Fig. 1: run 1, pin placement
Scale bar: 20 um. Pins as bars across the die edge, other pins in grey.
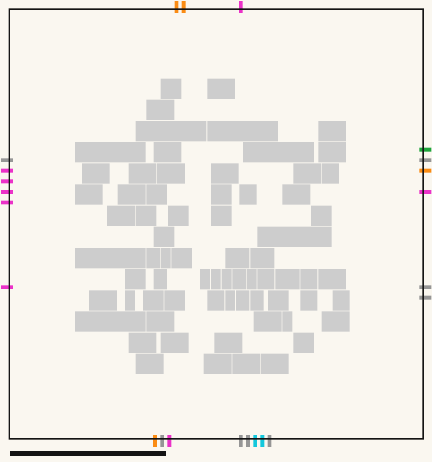
Fig. 2: run 1, drive-strength map
Scale bar: 20 um.
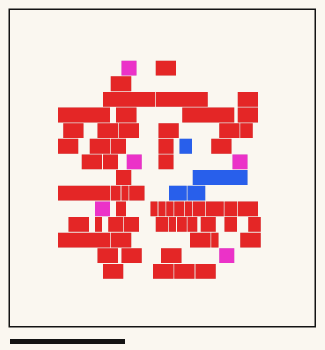
Fig. 3: run 1, placed standard cells
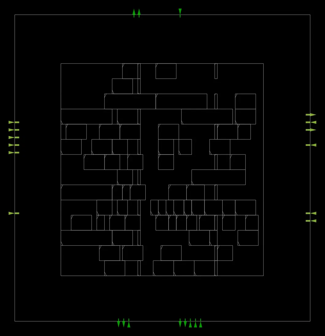
--- config.mk ---
export PLATFORM = sky130hd
export DESIGN_NAME = mux_n_reg_arb_flat
export DESIGN_NICKNAME = d
export VERILOG_FILES = /design/src/rtl/mux_n_reg_arb_if.sv /design/src/rtl/mux_n_reg_arb.sv /design/src/flat_wrapper.sv
export SDC_FILE = /design/constraint.sdc
export NUM_CORES = 1
export LEC_CHECK = 0
export CORE_AREA = 8 8 45 47
export CTS_CLUSTER_SIZE = 40
export DETAILED_ROUTE_END_ITERATION = 12
export DIE_AREA = 0 0 53 55
export PLACE_DENSITY_LB_ADDON = 0.15
export SKIP_CTS_REPAIR_TIMING = 1
export SYNTH_ARGS = -nofsm -noshare
export SYNTH_HDL_FRONTEND = slang
export SYNTH_SLANG_ARGS = --single-unit
--- constraint.sdc ---
create_clock -name CLK -period 3.3 [get_ports CLK]
set_input_delay 0.66 -clock CLK [delete_from_list [all_inputs] [get_ports CLK]]
set_output_delay 0.66 -clock CLK [all_outputs]
set_load 0.01 [all_outputs]
--- src/rtl/mux_n_reg_arb_if.sv ---
// Handshake bundle for the N-channel registered mux/arbiter.
// Signal names follow the block's published pin names.
interface mux_n_reg_arb_if #(
   parameter int N  = 2,
   parameter int W  = 4,
   parameter int SW = (N > 1) ? $clog2(N) : 1
);
   logic [N*W-1:0] I;
   logic [N-1:0]   I_VALID;
   logic [N-1:0]   I_READY;
   logic [SW-1:0]  S;
   logic           MODE;
   logic [W-1:0]   O;
   logic           O_VALID;
   logic           O_READY;
   logic [SW-1:0]  GRANT;

   // Arbiter side
   modport slave (
      input  I, I_VALID, S, MODE, O_READY,
      output I_READY, O, O_VALID, GRANT
   );

   // Producer/consumer side
   modport master (
      output I, I_VALID, S, MODE, O_READY,
      input  I_READY, O, O_VALID, GRANT
   );
endinterface

--- src/rtl/mux_n_reg_arb.sv ---
// N-channel registered mux with fixed-select or round-robin grant.
// One output register stage; ready is combinational from grant and load.
module mux_n_reg_arb #(
   parameter int N  = 2,
   parameter int W  = 4,
   parameter int SW = (N > 1) ? $clog2(N) : 1
) (
   input logic              CLK,
   input logic              ASYNCRESETN,
   mux_n_reg_arb_if.slave   bus
);

   logic [W-1:0]  o_q,       o_d;
   logic          o_valid_q, o_valid_d;
   logic [SW-1:0] grant_q,   grant_d;
   logic [SW-1:0] ptr_q,     ptr_d;

   logic          load;
   logic          gnt_vld;
   logic [SW-1:0] gnt;
   logic [N-1:0]  ready;
   logic          xfer;
   int            idx;

   assign load = !o_valid_q || bus.O_READY;

   // Grant: fixed S in mode 0, first valid after the pointer in mode 1.
   // The loop walks from farthest to nearest so the nearest hit wins.
   always_comb begin
      gnt_vld = 1'b0;
      gnt     = '0;
      idx     = 0;
      if (!bus.MODE) begin
         if (int'(bus.S) < N) begin
            gnt_vld = 1'b1;
            gnt     = bus.S;
         end
      end else begin
         for (int k = N; k >= 1; k--) begin
            idx = (int'(ptr_q) + k) % N;
            if (bus.I_VALID[idx]) begin
               gnt_vld = 1'b1;
               gnt     = SW'(idx);
            end
         end
      end
   end

   // Ready only to the granted channel, and never while reset is held.
   always_comb begin
      ready = '0;
      if (gnt_vld && ASYNCRESETN)
         ready[gnt] = load;
   end

   assign xfer = gnt_vld && bus.I_VALID[gnt] && ready[gnt];

   // Next state: refill on transfer, otherwise drain when the consumer takes the word.
   always_comb begin
      o_d       = o_q;
      o_valid_d = o_valid_q;
      grant_d   = grant_q;
      ptr_d     = ptr_q;
      if (xfer) begin
         o_d       = bus.I[int'(gnt)*W +: W];
         o_valid_d = 1'b1;
         grant_d   = gnt;
         if (bus.MODE)
            ptr_d = gnt;
      end else if (bus.O_READY) begin
         o_valid_d = 1'b0;
      end
   end

   // Output register and round-robin pointer; pointer resets to N-1 so channel 0 wins first.
   always_ff @(posedge CLK or negedge ASYNCRESETN) begin
      if (!ASYNCRESETN) begin
         o_q       <= '0;
         o_valid_q <= 1'b0;
         grant_q   <= '0;
         ptr_q     <= SW'(N - 1);
      end else begin
         o_q       <= o_d;
         o_valid_q <= o_valid_d;
         grant_q   <= grant_d;
         ptr_q     <= ptr_d;
      end
   end

   assign bus.I_READY = ready;
   assign bus.O       = o_q;
   assign bus.O_VALID = o_valid_q;
   assign bus.GRANT   = grant_q;

endmodule

--- src/flat_wrapper.sv ---
// flat-port wrapper written by rule: the top's interface ports become plain ports
module mux_n_reg_arb_flat 
#(
   parameter int N  = 2,
   parameter int W  = 4,
   parameter int SW = (N > 1) ? $clog2(N) : 1
)
  (CLK, ASYNCRESETN, bus_I, bus_I_VALID, bus_S, bus_MODE, bus_O_READY, bus_I_READY, bus_O, bus_O_VALID, bus_GRANT);
  mux_n_reg_arb_if #(.N(N), .W(W), .SW(SW)) bus_i ();
  input logic CLK;
  input logic ASYNCRESETN;
  input wire logic [$bits(bus_i.I)-1:0] bus_I;
  input wire logic [$bits(bus_i.I_VALID)-1:0] bus_I_VALID;
  input wire logic [$bits(bus_i.S)-1:0] bus_S;
  input wire logic [$bits(bus_i.MODE)-1:0] bus_MODE;
  input wire logic [$bits(bus_i.O_READY)-1:0] bus_O_READY;
  output wire logic [$bits(bus_i.I_READY)-1:0] bus_I_READY;
  output wire logic [$bits(bus_i.O)-1:0] bus_O;
  output wire logic [$bits(bus_i.O_VALID)-1:0] bus_O_VALID;
  output wire logic [$bits(bus_i.GRANT)-1:0] bus_GRANT;
  assign bus_i.I = bus_I;
  assign bus_i.I_VALID = bus_I_VALID;
  assign bus_i.S = bus_S;
  assign bus_i.MODE = bus_MODE;
  assign bus_i.O_READY = bus_O_READY;
  assign bus_I_READY = bus_i.I_READY;
  assign bus_O = bus_i.O;
  assign bus_O_VALID = bus_i.O_VALID;
  assign bus_GRANT = bus_i.GRANT;
  mux_n_reg_arb #(.N(N), .W(W), .SW(SW)) u_core (.CLK(CLK), .ASYNCRESETN(ASYNCRESETN), .bus(bus_i));
endmodule
==> run summary, run 1 <==
Entry: Yosys synthesis followed by OpenROAD place and route.

Final timing:
- The run gives the shortest period the worst path allows as 3.07 ns.
- The run puts the measured slew at the worst slew-check pin at 0.533 ns.
- The run gives the period utilization as 0.930.
- The run gives the worst clock skew as 0.00672 ns.
- For this run, the top clock speed supported by timing is 0.326 GHz.
- Checking max transition, the worst relative margin is 0.642.
- The run gives the total count of max-transition violations in the final report as 0.
- The run puts the final setup violation count at 0.
- For reference, the final report shows the hold violation count at 0.
- Setup repair after global routing left no endpoint under its margin.

Clock tree:
- TritonCTS built the clock tree.
- The run puts the source-to-sink clock delay at the later pin of the worst-skew pair at 0.26 ns.
- The run gives the clock transition at the registers of the reported paths as 0.06 ns.
- Buffers inserted during clock tree synthesis total 3.
- The run gives the clock tree root driver cell as sky130_fd_sc_hd__clkbuf_4.
- The run gives the number of sinks driven by the clock tree as 7.
- The run gives the H-tree depth reported by CTS as 1.

Die:
- The run gives the core footprint as 1380 um^2.
- The run puts the number of rows created at floorplan at 14.
- The run puts the top-level I/O count at 23.

Global route:
- The number of global-route vias before repair was 457.
- The first global-routing pass estimated 1910 um of wire.
- The initial antenna violation count was 0.
- The global route stage reports its total congestion overflow as 0.

Yosys:
- The run gives the number of warnings printed during yosys synthesis as 0.
- The run gives the cell type with the largest total area as sky130_fd_sc_hd__dfrtp_1.
- The run puts the yosys cell count at 43.
- For this run the top cell type by instance count after synthesis was sky130_fd_sc_hd__dfrtp_1.
- In the synthesized netlist, the cells that appear most often are 6 x sky130_fd_sc_hd__dfrtp_1, 4 x sky130_fd_sc_hd__nand2_1, 4 x sky130_fd_sc_hd__nand3b_1, 4 x sky130_fd_sc_hd__o211a_1, 4 x sky130_fd_sc_hd__or4_1.
- The run gives the flip-flop cell with the highest count after synthesis as sky130_fd_sc_hd__dfrtp_1.
- The run gives the total cell area reported by yosys after synthesis as 417 um^2.
- The number of nets handed over by synthesis was 58.
- The run gives the proportion of netlist area held by the largest area contributor as 0.360.
- The run puts the gate count after technology mapping at 43.
- The run gives the number of distinct library cell variants in the gate-level netlist after synthesis as 20.
- The run gives the sequential cell area fraction in the yosys report as 0.423.
- The run gives the number of enable flip-flop cells as 0.

Drt:
- The run gives the number of detailed-route iterations in the first pass as 5.
- The run gives the tally of nets with antenna violations remaining after routing as 0.
- The run gives the total via count in the routed design as 439.
- The run puts the total routed wirelength at 1210 um.
- The run gives the per-cell routed wire length as 14.0 um.
- The run gives the total DRC errors in the routed layout as 0.

Setup path:
- The run gives the capture point of the worst reg-to-reg path as u_core.bus.O[1]$_DFFE_PN0P_.
- STA lists the startpoint of the worst register-to-register path as u_core.ptr_q$_DFFE_PN1P_.
- For reference, the critical path is launched at bus_I_VALID[0].
- The OpenROAD report gives the critical path a required time of 2.64 ns.
- Along the worst path, the maximum fanout reaches 11.
- For this design, the slowest cell found on the critical path is sky130_fd_sc_hd__clkdlybuf4s50_1.
- The arrival time of data at the worst endpoint is listed as 2.41 ns.
- Logic depth along the worst register-to-register path is recorded as 4.
- The timing report shows the most common cell along the critical path to be sky130_fd_sc_hd__clkdlybuf4s50_1.
- Setup slack on the worst reg-to-reg path comes out at 1.71 ns.
- The run gives the worst stage delay on the critical path as 0.55 ns.

Cells and area:
- The final antenna diode tally reported by the flow is 0.
- The run gives the fraction of final layout cells with drive strength greater than 1 as 0.129.
- In the layout the commonest cells are 22 x sky130_fd_sc_hd__clkdlybuf4s50_1, 6 x sky130_fd_sc_hd__dfrtp_1.
- Among logic cells in the layout, the one with the most instances is sky130_fd_sc_hd__clkdlybuf4s50_1.
- The final layout contains 86 nets.

Power and ir drop:
- The run puts the largest vdd supply drop at 0.247 mV.

Run:
- In this run the maximum-capacitance check reported violations numbering 0.
- The stage logs contain a warning count of 26.

Outcome:
- The run finished with clean final reports.

Placed design:
- The run puts the number of placed cells counting well taps at 82.
- The run gives the last weighted congestion value of the routability-driven placer as 0.715.

Min path:
- The startpoint identified for the worst hold timing path is u_core.bus.O[0]$_DFFE_PN0P_.
- The run puts the number of cells traversed by the worst hold path at 1.
- The run gives the class of the tightest hold or removal check as flip-flop to flip-flop.
-- Fig. 1 (at the start) --
magenta -> bus_I  # pins 8, direction input, edge 5 west, 1 south, 1 east, 1 north
cyan -> bus_I_VALID  # pins 2, direction input, edge south
orange -> bus_O  # pins 4, direction output, edge 2 north, 1 south, 1 east
green -> bus_O_VALID  # pins 1, direction output, edge east
vertical die size: 55 um
horizontal die dimension: 53 um
count of port buffers added during placement: 22

-- Fig. 2 (at the start) --
blue -> drive 2  # cells 4, share 5.7%
red -> drive 1 or less  # cells 61, share 87%
magenta -> drive 3 to 4  # cells 5, share 7.1%

-- Fig. 3 (at the start) --
Layout Utilization: 0.496
tap cells: 16
Seq/total area: 0.257
Post-Layout Cell Count: 86

run 1: layout make-up:
type | count | area, um^2
clock buffer | 4 | 26.3
fill | 138 | 697
multi-input combinational | 35 | 229
sequential | 7 | 176
tap | 16 | 20.0
timing repair buffer | 24 | 235
run 1: power breakdown:
| part | leakage [nW] | internal (mW) | switching [mW] |
|---|---|---|---|
| clock network | 0.0150 | 0.0464 | 0.0357 |
| registers | 0.0768 | 0.108 | 0.0105 |
| logic | 0.184 | 0.0659 | 0.0425 |
run 1: kinds of logic after synthesis:
kind of cell | after synthesis | share of synthesized area
buf+inv | 1 | 0.0270
simple gates | 24 | 0.342
compound gates | 11 | 0.207
flops | 7 | 0.423
run 1: through the flow:
step / hold WS [ns] / instance area (um^2) / setup WS (ns) / power (mW)
after floorplan: 0.364 / 417 / 1.27 / 0.166
after global placement: 0.513 / 661 / 0.253 / 0.229
after detailed placement: 0.516 / 661 / 0.243 / 0.230
after CTS: 0.529 / 687 / 0.232 / 0.314
after global routing: 0.553 / 687 / 0.133 / 0.328
final: 0.524 / 687 / 0.231 / 0.309
run 1: registers in the layout, summed over array words and instances, names as in the netlist:
register / flops
u_core.ptr_q: 1
u_core.bus.O: 4
u_core.bus.O_VALID: 1
u_core.bus.GRANT: 1
run 1: critical path: cells and delay by family:
kind	cells	cell delay, ns
buffers and inverters	2	1.04
AND-OR/OR-AND	1	0.32
AND/OR/NAND/NOR	2	0.40
run 1: per-layer routing:
metal	vias up	share of wire	global-route usage	wire (um)
li1	217	-	-	-
met1	198	0.40	0.103	480
met2	21	0.46	0.127	555
met3	3	0.12	0.0508	147
met4	0	0.017	0.0647	21
met5	-	0	0	0
==> run 1 -> run 2 <==
SKIP_LAST_GASP = 1   (was default)
TNS_END_PERCENT = 50   (was default)
==> run summary, run 2 <==
Entry: Yosys synthesis followed by OpenROAD place and route.

Outcome:
- The run finished with clean final reports.

Yosys:
- The run puts the gate count after technology mapping at 43 (unchanged).
- The run gives the synthesized netlist net count as 58 (unchanged).
- The synthesized design spends more area on one cell type than any other, namely sky130_fd_sc_hd__dfrtp_1.
- The run puts the yosys cell count at 43 (unchanged).
- The run gives the total cell area reported by yosys after synthesis as 417 um^2 (unchanged).

Die:
- The run puts the number of rows created at floorplan at 14 (unchanged).
- The top-level I/O count was 23 (unchanged).
- The run puts the core footprint at 1380 um^2 (unchanged).

Cells and area:
- The run puts the sequential cell area at 176 um^2 (unchanged).
- The number of nets in the layout was 86 (unchanged).
- By instance count after routing, the leading logic cell types are 22 x sky130_fd_sc_hd__clkdlybuf4s50_1, 6 x sky130_fd_sc_hd__dfrtp_1.

Placed design:
- The run puts the number of placed cells counting well taps at 82 (unchanged).
- The last weighted congestion value of the routability-driven placer came to 0.715 (unchanged).

Drt:
- The run gives the per-cell routed wire length as 14.0 um (unchanged).
- The run puts the total DRC errors in the routed layout at 0 (unchanged).
- The total via count in the routed design was 439 (unchanged).
- The met2 wire length is 555 um (unchanged).

Power and ir drop:
- The run puts the largest vdd supply drop at 0.247 mV (unchanged).
- The run gives the overall power of the completed layout as 0.309 mW (unchanged).

Global route:
- The global-route track usage on met1 came to 0.103 (unchanged).
- The number of global-route vias before repair was 457 (unchanged).
- The run puts the global-route wire length before repair at 1910 um (unchanged).
- The run gives the initial antenna violation count as 0 (unchanged).

Clock tree:
- TritonCTS built the clock tree.
- CTS placed an instance of sky130_fd_sc_hd__clkbuf_4 at the clock tree root.
- The run puts the source-to-sink clock delay at the later pin of the worst-skew pair at 0.26 ns (about the same).

Final timing:
- Setup repair after global routing left no endpoint under its margin.
- The run puts the measured slew at the worst slew-check pin at 0.533 ns (unchanged).
- The run puts the highest achievable clock rate at 0.326 GHz (unchanged).
- The run gives the worst slack on hold paths as 0.524 ns (unchanged).
- The run gives the worst-case headroom to the max-slew limit as 0.642 (unchanged).
- The worst clock skew is 0.00672 ns (unchanged).
- The slack of the critical path came to 0.231 ns (unchanged).
- The final hold violation count came to 0 (unchanged).

Run:
- The run puts the tally of OpenROAD warnings at 26 (unchanged).

Setup path:
- The biggest fanout along the worst timing path was 11 (unchanged).
- The worst path buffer plus inverter count is 2 (unchanged).
- The run gives the worst path required time as 2.64 ns (about the same).
- For this design, the slowest cell found on the critical path is sky130_fd_sc_hd__clkdlybuf4s50_1.
- The arrival time at the worst endpoint is 2.41 ns (about the same).
==> run 2: cell counts after synthesis <==
Identical to the previous run, type by type.
==> run 2: cell type report <==
| class | count | share of cell area |
|---|---|---|
| Sequential cell | 7 | 0.257 |
| Multi-Input combinational cell | 35 | 0.333 |
| Clock buffer | 4 | 0.0383 |
| Timing Repair Buffer | 24 | 0.342 |
| Tap cell | 16 | 0.0291 |
==> run 2: power breakdown <==
part	internal, mW	switching [mW]
clock network	0.0464	0.0357
logic	0.0659	0.0425
registers	0.108	0.0105
==> run 2: through the flow <==
step	utilization	cell area, um^2
floorplan	-	417
global placement	0.477	661
detailed placement	0.477	661
CTS	0.496	687
global route	0.496	687
finish	0.496	687
==> run 2: worst paths after layout <==
| kind | startpoint | end | cells after the start |
|---|---|---|---|
| worst max-delay path | bus_I_VALID[0] | bus_I_READY[1] | 5 |
| worst min-delay path | u_core.bus.O[0]$_DFFE_PN0P_ | u_core.bus.O[0]$_DFFE_PN0P_ | 1 |
| worst max register to register | u_core.ptr_q$_DFFE_PN1P_ | u_core.bus.O[1]$_DFFE_PN0P_ | 4 |
| worst min register to register | u_core.bus.O[0]$_DFFE_PN0P_ | u_core.bus.O[0]$_DFFE_PN0P_ | 1 |
| max in group asynchronous | ASYNCRESETN | u_core.ptr_q$_DFFE_PN1P_ | 2 |
| min in group asynchronous | ASYNCRESETN | u_core.bus.O[0]$_DFFE_PN0P_ | 2 |
==> run 2: kinds of logic (layout without fill, tap and decap cells) <==
kind of cell | count (synthesis) | after routing | synth area share
flops | 7 | 7 | 0.423
compound gates | 11 | 11 | 0.207
simple gates | 24 | 24 | 0.342
buf+inv | 1 | 28 | 0.0270
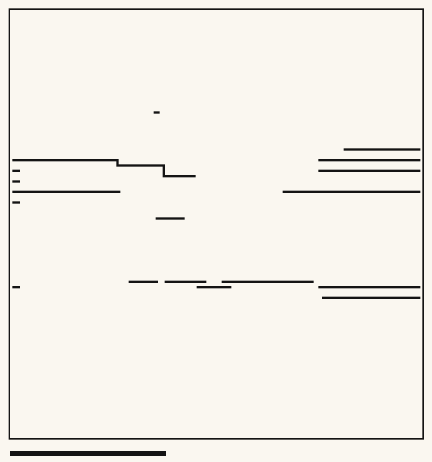
Fig. 4. Metal 3 (run 2).
Scale bar: 20 um.
share of all routed wire = 12%
wire length on this layer = 147 um
nets with wire on the layer = 16

==> run 2 -> run 3 <==
ABC_AREA = 1   (was default)
SKIP_LAST_GASP = default   (was 1)
==> run summary, run 3 <==
Entry: Yosys synthesis followed by OpenROAD place and route.

Die:
- The run puts the number of rows created at floorplan at 14 (unchanged).
- The run gives the core footprint as 1380 um^2 (unchanged).
- The run puts the top-level I/O count at 23 (unchanged).

Global route:
- The run gives the number of global-route vias before repair as 441 (-3.5%).
- The global-route wire length before repair was 1880 um (-1.8%).
- The run gives the initial antenna violation count as 0 (unchanged).

Yosys:
- The run gives the gate count after technology mapping as 58 (+35%).
- The run puts the sequential cell area fraction in the yosys report at 0.392.
- Of all cell types, the one taking the most synthesized area is sky130_fd_sc_hd__dfrtp_1.
- The yosys cell count is 58 (+35%).
- The synthesized netlist net count was 73 (+26%).
- The total cell area reported by yosys after synthesis came to 450 um^2 (+8.1%).

Power and ir drop:
- The run puts the switching power share of the total at 0.306 (+0.0182).
- The combinational power share is 0.390 (+0.039).
- The run puts the part of the total power dissipated in sequential elements at 0.374 (-0.009).
- The run gives the share of power burned in the clock network as 0.236 (-0.030).
- The run gives the largest vdd supply drop as 0.141 mV (-43%).
- The run puts the cell internal power dissipation at 0.222 mW (+0.78%).
- The run puts the overall power of the completed layout at 0.319 mW (+3.4%).

Drt:
- The total DRC errors in the routed layout is 0 (unchanged).
- The run puts the total via count in the routed design at 449 (+2.3%).
- The run puts the per-cell routed wire length at 10.8 um (-23%).

Setup path:
- In this run the critical register-to-register path is launched from u_core.ptr_q$_DFFE_PN1P_.
- The worst path buffer plus inverter count came to 4 (+2).
- The run gives the arrival time at the worst endpoint as 2.30 ns (-0.11 ns).
- The run gives the capture point of the worst reg-to-reg path as u_core.bus.O[0]$_DFFE_PN0P_.
- The biggest fanout along the worst timing path is 8 (-3).
- The run gives the slowest cell on the critical path as sky130_fd_sc_hd__clkdlybuf4s50_1.
- The run gives the path depth of the worst reg2reg path as 7 (+3).

Placed design:
- The run gives the last weighted congestion value of the routability-driven placer as 0.722 (+0.96%).
- The number of placed cells counting well taps came to 97 (+18%).
- The run gives the instance area after placement as 698 um^2 (+5.7%).
- The run gives the post-placement setup slack as 0.343 ns.

Min path:
- The run gives the number of cells traversed by the worst hold path as 2 (+1).
- The run gives the endpoint of the worst hold-timing path as u_core.ptr_q$_DFFE_PN1P_.
- Looking at hold timing, the worst path starts from u_core.ptr_q$_DFFE_PN1P_.

Cells and area:
- The number of nets in the layout is 101 (+17%).
- The final standard cell area without fillers is 724 um^2 (+5.5%).
- The sequential cell area was 176 um^2 (unchanged).
- The run gives the utilization after layout as 0.524 (+0.0271).
- Leaving out fill and tap cells, the most frequent cells in the layout are 26 x sky130_fd_sc_hd__nand2_1, 22 x sky130_fd_sc_hd__clkdlybuf4s50_1, 10 x sky130_fd_sc_hd__nand3_1, 6 x sky130_fd_sc_hd__dfrtp_1, 4 x sky130_fd_sc_hd__nand2_4.

Clock tree:
- The source-to-sink clock delay at the later pin of the worst-skew pair came to 0.24 ns (-0.02 ns).
- TritonCTS built the clock tree.
- The tree is rooted in a sky130_fd_sc_hd__clkbuf_4.

Final timing:
- The run puts the worst slack on hold paths at 0.469 ns (-0.0541 ns).
- The run puts the final setup violation count at 0.
- Setup repair after global routing left no endpoint under its margin.
- The run puts the worst clock skew at 0.000464 ns (-0.00625 ns).
- The run gives the slack of the critical path as 0.338 ns (+0.106 ns).
- The run gives the measured slew at the worst slew-check pin as 0.220 ns (-0.313 ns).
- The run puts the highest achievable clock rate at 0.338 GHz (+3.6%).
- The final hold violation count is 0 (unchanged).
- The worst-case headroom to the max-slew limit came to 0.853 (+0.211).
- The run gives the total count of max-transition violations in the final report as 0.

Outcome:
- The run finished with clean final reports.

Run:
- The run puts the tally of OpenROAD warnings at 26 (unchanged).
[run 3: netlist changes by cell type after synthesis, sizes merged, moves of 3 or more]
| cell | delta |
|---|---|
| nand2 | +28 |
| or4 | -4 |
| o211a | -4 |
| o21ai | -3 |
| nor2b | -3 |
| nand3 | +10 |
| inv | +4 |
| nand3b | -4 |
[run 3: worst max path at each step]
stage                      from             end  slack [ns]  depth (start not counted)
global route        bus_O_READY  bus_I_READY[1]        0.22                          8
global placement       bus_MODE  bus_I_READY[1]        0.34                          7
floorplan           bus_O_READY  bus_I_READY[0]        1.37                          6
detailed placement  bus_O_READY  bus_I_READY[1]        0.34                          8
CTS                 bus_O_READY  bus_I_READY[1]        0.32                          8
finish                 bus_MODE  bus_I_READY[1]        0.34                          7
[run 3: layer usage]
metal,wire (um),GRT usage,vias up
met5,0,0,-
met4,27,0.103,0
met3,98,0.0321,2
met2,484,0.139,19
met1,479,0.0877,187
li1,-,-,241
[run 3: cell families after synthesis]
group	Yosys count	share of synthesized area
compound gates	1	0.0194
flops	7	0.392
simple gates	46	0.556
buf+inv	4	0.0333
[run 3: power groups by stage]
stage	clock network, mW	logic, mW	registers [mW]
after floorplan	0	0.0494	0.128
after global placement	0	0.125	0.120
after detailed placement	0	0.126	0.120
after CTS	0.0800	0.127	0.119
after global routing	0.0870	0.138	0.122
final	0.0753	0.125	0.119
[run 3: cell type report]
cell class,count,area share
multi-input combinational,47,0.358
inverter,4,0.0207
tap,16,0.0276
sequential,7,0.244
clock buffer,4,0.0363
timing repair buffer,23,0.314
[run 3: tightest hold or removal path, delay by kind of cell, from the launching register on]
family	cells	cell delay, ns
DFF	1	0.37
and+or+nand+nor	2	0.10
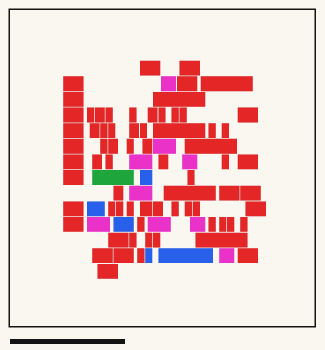
Fig. 5. Drive-strength map (run 3).
Scale bar: 20 um.
red -> drive 1 or less  # cells 70, share 82%
green -> drive 6 and up  # cells 1, share 1.2%
blue -> drive 2  # cells 5, share 5.9%
magenta -> drive 3 to 4  # cells 9, share 11%


==> screenshots <==
Metal layers overlaid.
Scale bar: 20 um.
(a)
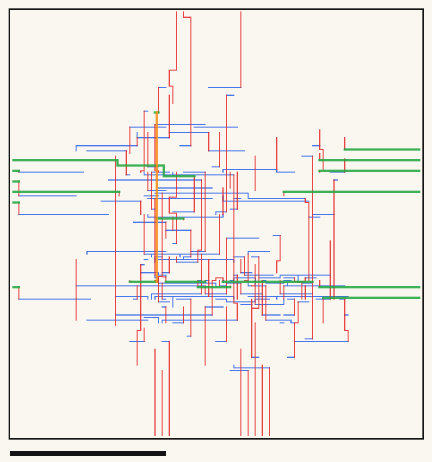
(b)
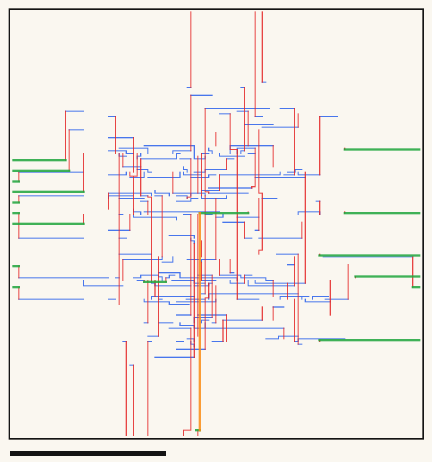
For run 3, see (b).
For run 2, see (a).

No activity file was given, so power comes from the tool's default toggle rates.
